**Cells by drive strength**

Scale: 3 px per µm.
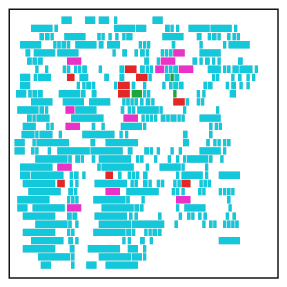
**Cell classes on the final placement**

Scale: 6 px per µm.
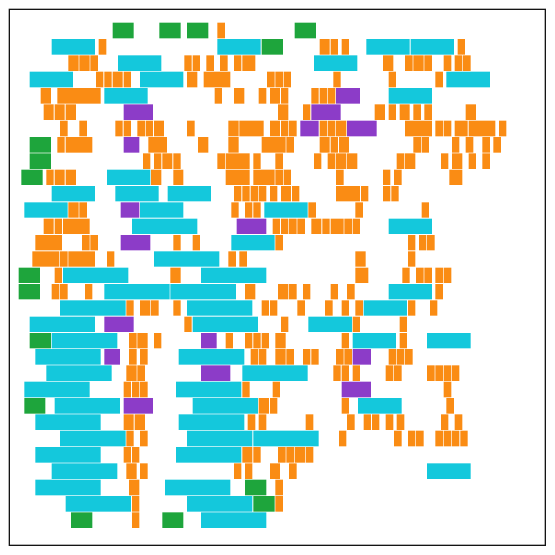
**Metal 3**

Scale: 4 px per µm.
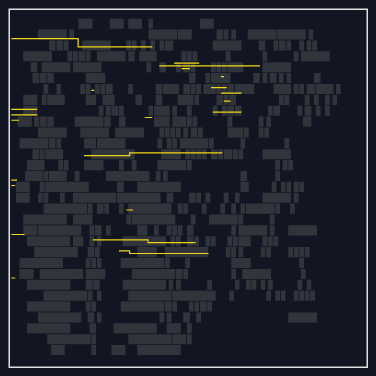
===== src/rtl/uart_tx_buffered.sv =====
// ============================================================================
//  Module   : uart_tx_buffered
//  Brief    : Buffered UART transmitter with a circular FIFO and a parametrised
//             frame engine (data width, stop bits, baud divider). The parity
//             bit is built only when UART_TX_PARITY_EN is defined.
//  Revision : 1.0 - initial release
// ============================================================================
`default_nettype none

module uart_tx_buffered #(
    parameter int CLK_DIV    = 4,
    parameter int DATA_BITS  = 8,
    parameter int STOP_BITS  = 1,
    parameter int FIFO_DEPTH = 4,
    parameter int PARITY_ODD = 0
) (
    input  logic                          clk,
    input  logic                          rst,
    input  logic                          send,
    input  logic [DATA_BITS-1:0]          data,
    output logic                          ready,
    output logic                          busy,
    output logic [$clog2(FIFO_DEPTH):0]   fifo_count,
    output logic                          uart_tx
);

    localparam int c_AW = $clog2(FIFO_DEPTH);
    localparam int c_CW = c_AW + 1;
    localparam int c_BW = (CLK_DIV > 1) ? $clog2(CLK_DIV) : 1;

    localparam logic [c_BW-1:0] c_BAUD_RELOAD = c_BW'(CLK_DIV - 1);
    localparam logic [c_BW-1:0] c_BAUD_ONE    = c_BW'(1);
    localparam logic [c_CW-1:0] c_DEPTH       = c_CW'(FIFO_DEPTH);
    localparam logic [c_CW-1:0] c_CNT_ONE     = c_CW'(1);
    localparam logic [c_AW-1:0] c_PTR_ONE     = c_AW'(1);
    localparam logic [3:0]      c_LAST_DATA   = 4'(DATA_BITS - 1);
    localparam logic [3:0]      c_LAST_STOP   = 4'(STOP_BITS - 1);

    localparam logic [2:0] c_ST_IDLE   = 3'd0;
    localparam logic [2:0] c_ST_START  = 3'd1;
    localparam logic [2:0] c_ST_DATA   = 3'd2;
`ifdef UART_TX_PARITY_EN
    localparam logic [2:0] c_ST_PARITY = 3'd3;
    localparam logic       c_PAR_ODD   = (PARITY_ODD != 0);
`endif
    localparam logic [2:0] c_ST_STOP   = 3'd4;

    // Elaboration-time guard against unsupported configurations.
    if (CLK_DIV < 2 || DATA_BITS < 5 || DATA_BITS > 9 ||
        !(STOP_BITS == 1 || STOP_BITS == 2) || FIFO_DEPTH < 2 ||
        ((FIFO_DEPTH & (FIFO_DEPTH - 1)) != 0) ||
        !(PARITY_ODD == 0 || PARITY_ODD == 1)) begin : g_bad_params
        $error("uart_tx_buffered: unsupported parameter combination");
    end

    logic [DATA_BITS-1:0] r_mem [FIFO_DEPTH];
    logic [c_AW-1:0]      r_wr_ptr;
    logic [c_AW-1:0]      r_rd_ptr;
    logic [c_CW-1:0]      r_count;

    logic [2:0]           r_state;
    logic [c_BW-1:0]      r_baud;
    logic [3:0]           r_bit_cnt;
    logic [DATA_BITS-1:0] r_shift;
    logic                 r_tx;
`ifdef UART_TX_PARITY_EN
    logic                 r_parity;
`endif

    logic                 w_push;
    logic                 w_pop;
    logic                 w_tick;
    logic                 w_has_data;
    logic                 w_frame_end;
    logic [DATA_BITS-1:0] w_head;
    logic [DATA_BITS-1:0] w_shift_next;

    assign w_push       = send && ready;
    assign w_tick       = (r_baud == '0);
    assign w_has_data   = (r_count != '0);
    assign w_frame_end  = (r_state == c_ST_STOP) && w_tick && (r_bit_cnt == c_LAST_STOP);
    assign w_pop        = w_has_data && ((r_state == c_ST_IDLE) || w_frame_end);
    assign w_head       = r_mem[r_rd_ptr];
    assign w_shift_next = r_shift >> 1;

    assign ready      = (r_count != c_DEPTH);
    assign busy       = (r_state != c_ST_IDLE) || w_has_data;
    assign fifo_count = r_count;
    assign uart_tx    = r_tx;

    // Storage needs no reset: cleared pointers make stale entries unreachable.
    always_ff @(posedge clk) begin
        if (w_push) begin
            r_mem[r_wr_ptr] <= data;
        end
    end

    always_ff @(posedge clk) begin
        if (rst) begin
            r_wr_ptr <= '0;
            r_rd_ptr <= '0;
            r_count  <= '0;
        end else begin
            if (w_push) begin
                r_wr_ptr <= r_wr_ptr + c_PTR_ONE;
            end
            if (w_pop) begin
                r_rd_ptr <= r_rd_ptr + c_PTR_ONE;
            end
            case ({w_push, w_pop})
                2'b10:   r_count <= r_count + c_CNT_ONE;
                2'b01:   r_count <= r_count - c_CNT_ONE;
                default: r_count <= r_count;
            endcase
        end
    end

    always_ff @(posedge clk) begin
        if (rst) begin
            r_state   <= c_ST_IDLE;
            r_baud    <= '0;
            r_bit_cnt <= '0;
            r_shift   <= '0;
            r_tx      <= 1'b1;
`ifdef UART_TX_PARITY_EN
            r_parity  <= 1'b0;
`endif
        end else begin
            case (r_state)
                c_ST_IDLE: begin
                    r_tx <= 1'b1;
                    if (w_pop) begin
                        r_shift   <= w_head;
`ifdef UART_TX_PARITY_EN
                        r_parity  <= (^w_head) ^ c_PAR_ODD;
`endif
                        r_baud    <= c_BAUD_RELOAD;
                        r_bit_cnt <= '0;
                        r_state   <= c_ST_START;
                        r_tx      <= 1'b0;
                    end
                end
                c_ST_START: begin
                    if (w_tick) begin
                        r_baud    <= c_BAUD_RELOAD;
                        r_bit_cnt <= '0;
                        r_state   <= c_ST_DATA;
                        r_tx      <= r_shift[0];
                    end else begin
                        r_baud <= r_baud - c_BAUD_ONE;
                    end
                end
                c_ST_DATA: begin
                    if (w_tick) begin
                        r_baud <= c_BAUD_RELOAD;
                        if (r_bit_cnt == c_LAST_DATA) begin
                            r_bit_cnt <= '0;
`ifdef UART_TX_PARITY_EN
                            r_state   <= c_ST_PARITY;
                            r_tx      <= r_parity;
`else
                            r_state   <= c_ST_STOP;
                            r_tx      <= 1'b1;
`endif
                        end else begin
                            r_bit_cnt <= r_bit_cnt + 4'd1;
                            r_shift   <= w_shift_next;
                            r_tx      <= w_shift_next[0];
                        end
                    end else begin
                        r_baud <= r_baud - c_BAUD_ONE;
                    end
                end
`ifdef UART_TX_PARITY_EN
                c_ST_PARITY: begin
                    if (w_tick) begin
                        r_baud    <= c_BAUD_RELOAD;
                        r_bit_cnt <= '0;
                        r_state   <= c_ST_STOP;
                        r_tx      <= 1'b1;
                    end else begin
                        r_baud <= r_baud - c_BAUD_ONE;
                    end
                end
`endif
                c_ST_STOP: begin
                    if (w_tick) begin
                        r_baud <= c_BAUD_RELOAD;
                        if (r_bit_cnt == c_LAST_STOP) begin
                            r_bit_cnt <= '0;
                            // Chain straight into the next start bit when data is waiting.
                            if (w_has_data) begin
                                r_shift  <= w_head;
`ifdef UART_TX_PARITY_EN
                                r_parity <= (^w_head) ^ c_PAR_ODD;
`endif
                                r_state  <= c_ST_START;
                                r_tx     <= 1'b0;
                            end else begin
                                r_state  <= c_ST_IDLE;
                                r_tx     <= 1'b1;
                            end
                        end else begin
                            r_bit_cnt <= r_bit_cnt + 4'd1;
                        end
                    end else begin
                        r_baud <= r_baud - c_BAUD_ONE;
                    end
                end
                default: begin
                    r_state <= c_ST_IDLE;
                    r_tx    <= 1'b1;
                end
            endcase
        end
    end

endmodule

`default_nettype wire


===== config.mk =====
export PLATFORM = sky130hd
export DESIGN_NAME = uart_tx_buffered
export DESIGN_NICKNAME = d
export VERILOG_FILES = /design/src/rtl/uart_tx_buffered.sv
export SDC_FILE = /design/constraint.sdc
export NUM_CORES = 1
export LEC_CHECK = 0
export ABC_AREA = 1
export ABC_CLOCK_PERIOD_IN_PS = 5400
export CAP_MARGIN = 20
export CELL_PAD_IN_SITES_DETAIL_PLACEMENT = 0
export CELL_PAD_IN_SITES_GLOBAL_PLACEMENT = 2
export CORE_MARGIN = 1
export CORE_UTILIZATION = 38
export DETAILED_ROUTE_END_ITERATION = 12
export PLACE_DENSITY = 0.91
export RECOVER_POWER = 100
export SYNTH_ARGS = -nofsm -noshare
export SYNTH_HDL_FRONTEND = slang
export SYNTH_SLANG_ARGS = --single-unit

===== constraint.sdc =====
create_clock -name clk -period 5.4 [get_ports clk]
set_input_delay 0.54 -clock clk [delete_from_list [all_inputs] [get_ports clk]]
set_output_delay 0.54 -clock clk [all_outputs]
set_load 0.02 [all_outputs]

==> results_slide.txt <==
Flow Results at a Glance

Final timing
  – Final setup fails: 0
  – Setup TNS: 0 ns
  – Fmax achieved: 395 MHz
  – Final min period: 2.53 ns
  – Period Utilization, post-route: 46.9%
  – Worst Tran Pin Value: 0.754 ns
  – Slew Limit Headroom: 49.5%

Clock tree
  – CTS tree: done

Yosys
  – Yosys xor share: 0.304%
  – Syn nets: 381
  – Count of library flops with an enable pin: 32
  – Top comb family, area: simple AND/OR/NAND/NOR gates
  – Mean Syn Cell Area: 7.99 µm²
  – Largest cells by area: edfxtp_1, dfxtp_1, nand2_1
  – Synth Warn #: 0
  – Cell taking the most area after synthesis: edfxtp_1

Worst setup path
  – Crit-path max FO: 5
  – WS Path Type: flop to output pin
  – Worst R2R Start: r_bit_cnt[0]
  – RR Endpoint: fifo_count[2]
  – Worst setup startpoint: fifo_count[1]

Pwr
  – Power per Cell Area: 559 nW/µm²
  – Lkg Pwr: 1.43 nW
  – Worst vdd ir: 0.000202 V

Cells and area
  – Share of cells above drive strength 1: 6.28%
  – # fillers: 774
  – Final net count: 397

Job
  – Tool warnings: 30

GRT
  – Vias in the first global route: 1964

Place
  – Dpl hpwl: 3920 µm

Hold path
  – Hold Path Stages: 1
  – Hold path endpoint: r_baud[0]

Outcome
  – Status: finished clean

Drt
  – Vias per cell: 4.55
  – Remaining DRCs: 0
  – Wire length per cell: 11.8 µm

Die
  – Chip area: 7940 µm²
  – CORE AREA: 7290 µm²
## Picture notes: 'cells by drive strength'
colour	size	cells
magenta	x6 and larger	12
cyan	x1 and smaller	358
red	x3 and x4	9
green	x2	3
final worst setup slack: 2.87 ns
Non-CTS buffers: 16
synthesis-to-layout area growth: 13.7%
cell area after layout: 3280 µm²

## Picture notes: 'cell classes on the final placement'
colour	class	cells
cyan	sequential cells	59
orange	remaining logic cells	291
green	remaining buffers and delay cells	16
purple	clock drivers and dummy loads	16
sequential cell area share: 45.8%
fin util: 45.0%

## Picture notes: 'metal 3'
wire length on this layer	193 µm
main direction	horizontal
nets with wire on the layer	17
longest straight run	24.8 µm
share of all routed wire	3.4%
met3 Use GR: 5.08%
Vias: 2188
final wirelength: 5660 µm

layout by cell type (no fill, tap or decap), drive strengths merged:
cell type	Yosys	final
inv	40	43
a31oi	1	1
dlygate4sd3	0	16
clkbuf	3	9
clkinv	1	2
nand2	102	102
ha	8	8
o21ai	24	24
fa	1	1
a21oi	15	15
clkinvlp	0	3
dfxtp	27	27
xor2	1	1
edfxtp	32	32
nand4	4	4
nand3	17	17
nor2	77	77
area by class of cell:
| cell class | count | area (µm²) | area share (%) |
|---|---|---|---|
| Tap cell | 99 | 124 | 3.78 |
| Timing Repair Buffer | 16 | 160 | 4.89 |
| Sequential cell | 59 | 1500 | 45.8 |
| Multi-Input combinational cell | 250 | 1150 | 35.2 |
| Clock inverter | 7 | 60.1 | 1.83 |
| Clock buffer | 9 | 124 | 3.78 |
| Inverter | 41 | 154 | 4.69 |
worst max-delay path, stage by stage, from the launching register on:
cell           delay, ns
dfxtp_1             0.34
nor2_1              0.23
nand2_1             0.22
inv_1               0.12
nand2_1             0.09
dlygate4sd3_1       0.66
routing by layer:
layer | routed length, µm | track usage [%] | up-vias | share of wire, %
met1 | 2910 | 22.1 | 974 | 51
met4 | 53 | 6.93 | 0 | 0.94
met3 | 193 | 5.08 | 7 | 3.4
met5 | 0 | 0 | - | 0
met2 | 2500 | 23.4 | 33 | 44
li1 | - | - | 1174 | -
logic make-up (layout without fill, tap and decap cells):
kind of cell	count (synthesis)	count (layout)
AND-OR/OR-AND	40	40
XOR/XNOR	1	1
AND/OR/NAND/NOR	200	200
adder cells (fa/ha/maj)	9	9
buffers and inverters	52	73
flip-flops	59	59
sequential cells by signal, indices dropped and copies added, names as in the netlist, named ones only:
| name | flops |
|---|---|
| r_wr_ptr | 2 |
| r_state | 3 |
| r_shift | 8 |
| r_rd_ptr | 2 |
| r_baud | 2 |
| r_bit_cnt | 4 |
| r_mem | 32 |
| uart_tx | 1 |
| fifo_count | 3 |
worst max-delay path by stage:
stage | endpoint | slack [ns] | cells past startpoint
3_5_place_dp | fifo_count[2] | 3.04 | 9
6_report | busy | 2.87 | 5
3_3_place_gp | fifo_count[2] | 3.05 | 9
4_1_cts | busy | 2.94 | 5
5_1_grt | fifo_count[2] | 2.70 | 13
2_1_floorplan | fifo_count[2] | 3.30 | 13
power breakdown:
group | internal [mW] | switching (mW)
Sequential | 0.571 | 0.0746
Combinational | 0.274 | 0.536
Clock | 0.173 | 0.202
Total | 1.02 | 0.813
through the flow:
stage | total power [mW] | std cells | setup slack (ns) | instance area, µm²
2_1_floorplan | 1.31 | 361 | 3.30 | 2880
3_3_place_gp | 1.49 | 465 | 3.05 | 3100
3_5_place_dp | 1.48 | 465 | 3.04 | 3100
4_1_cts | 1.87 | 481 | 2.94 | 3290
5_1_grt | 2.00 | 481 | 2.70 | 3280
6_report | 1.83 | 481 | 2.87 | 3280
Power figures rest on the tool's default switching activity, not on a simulated workload.
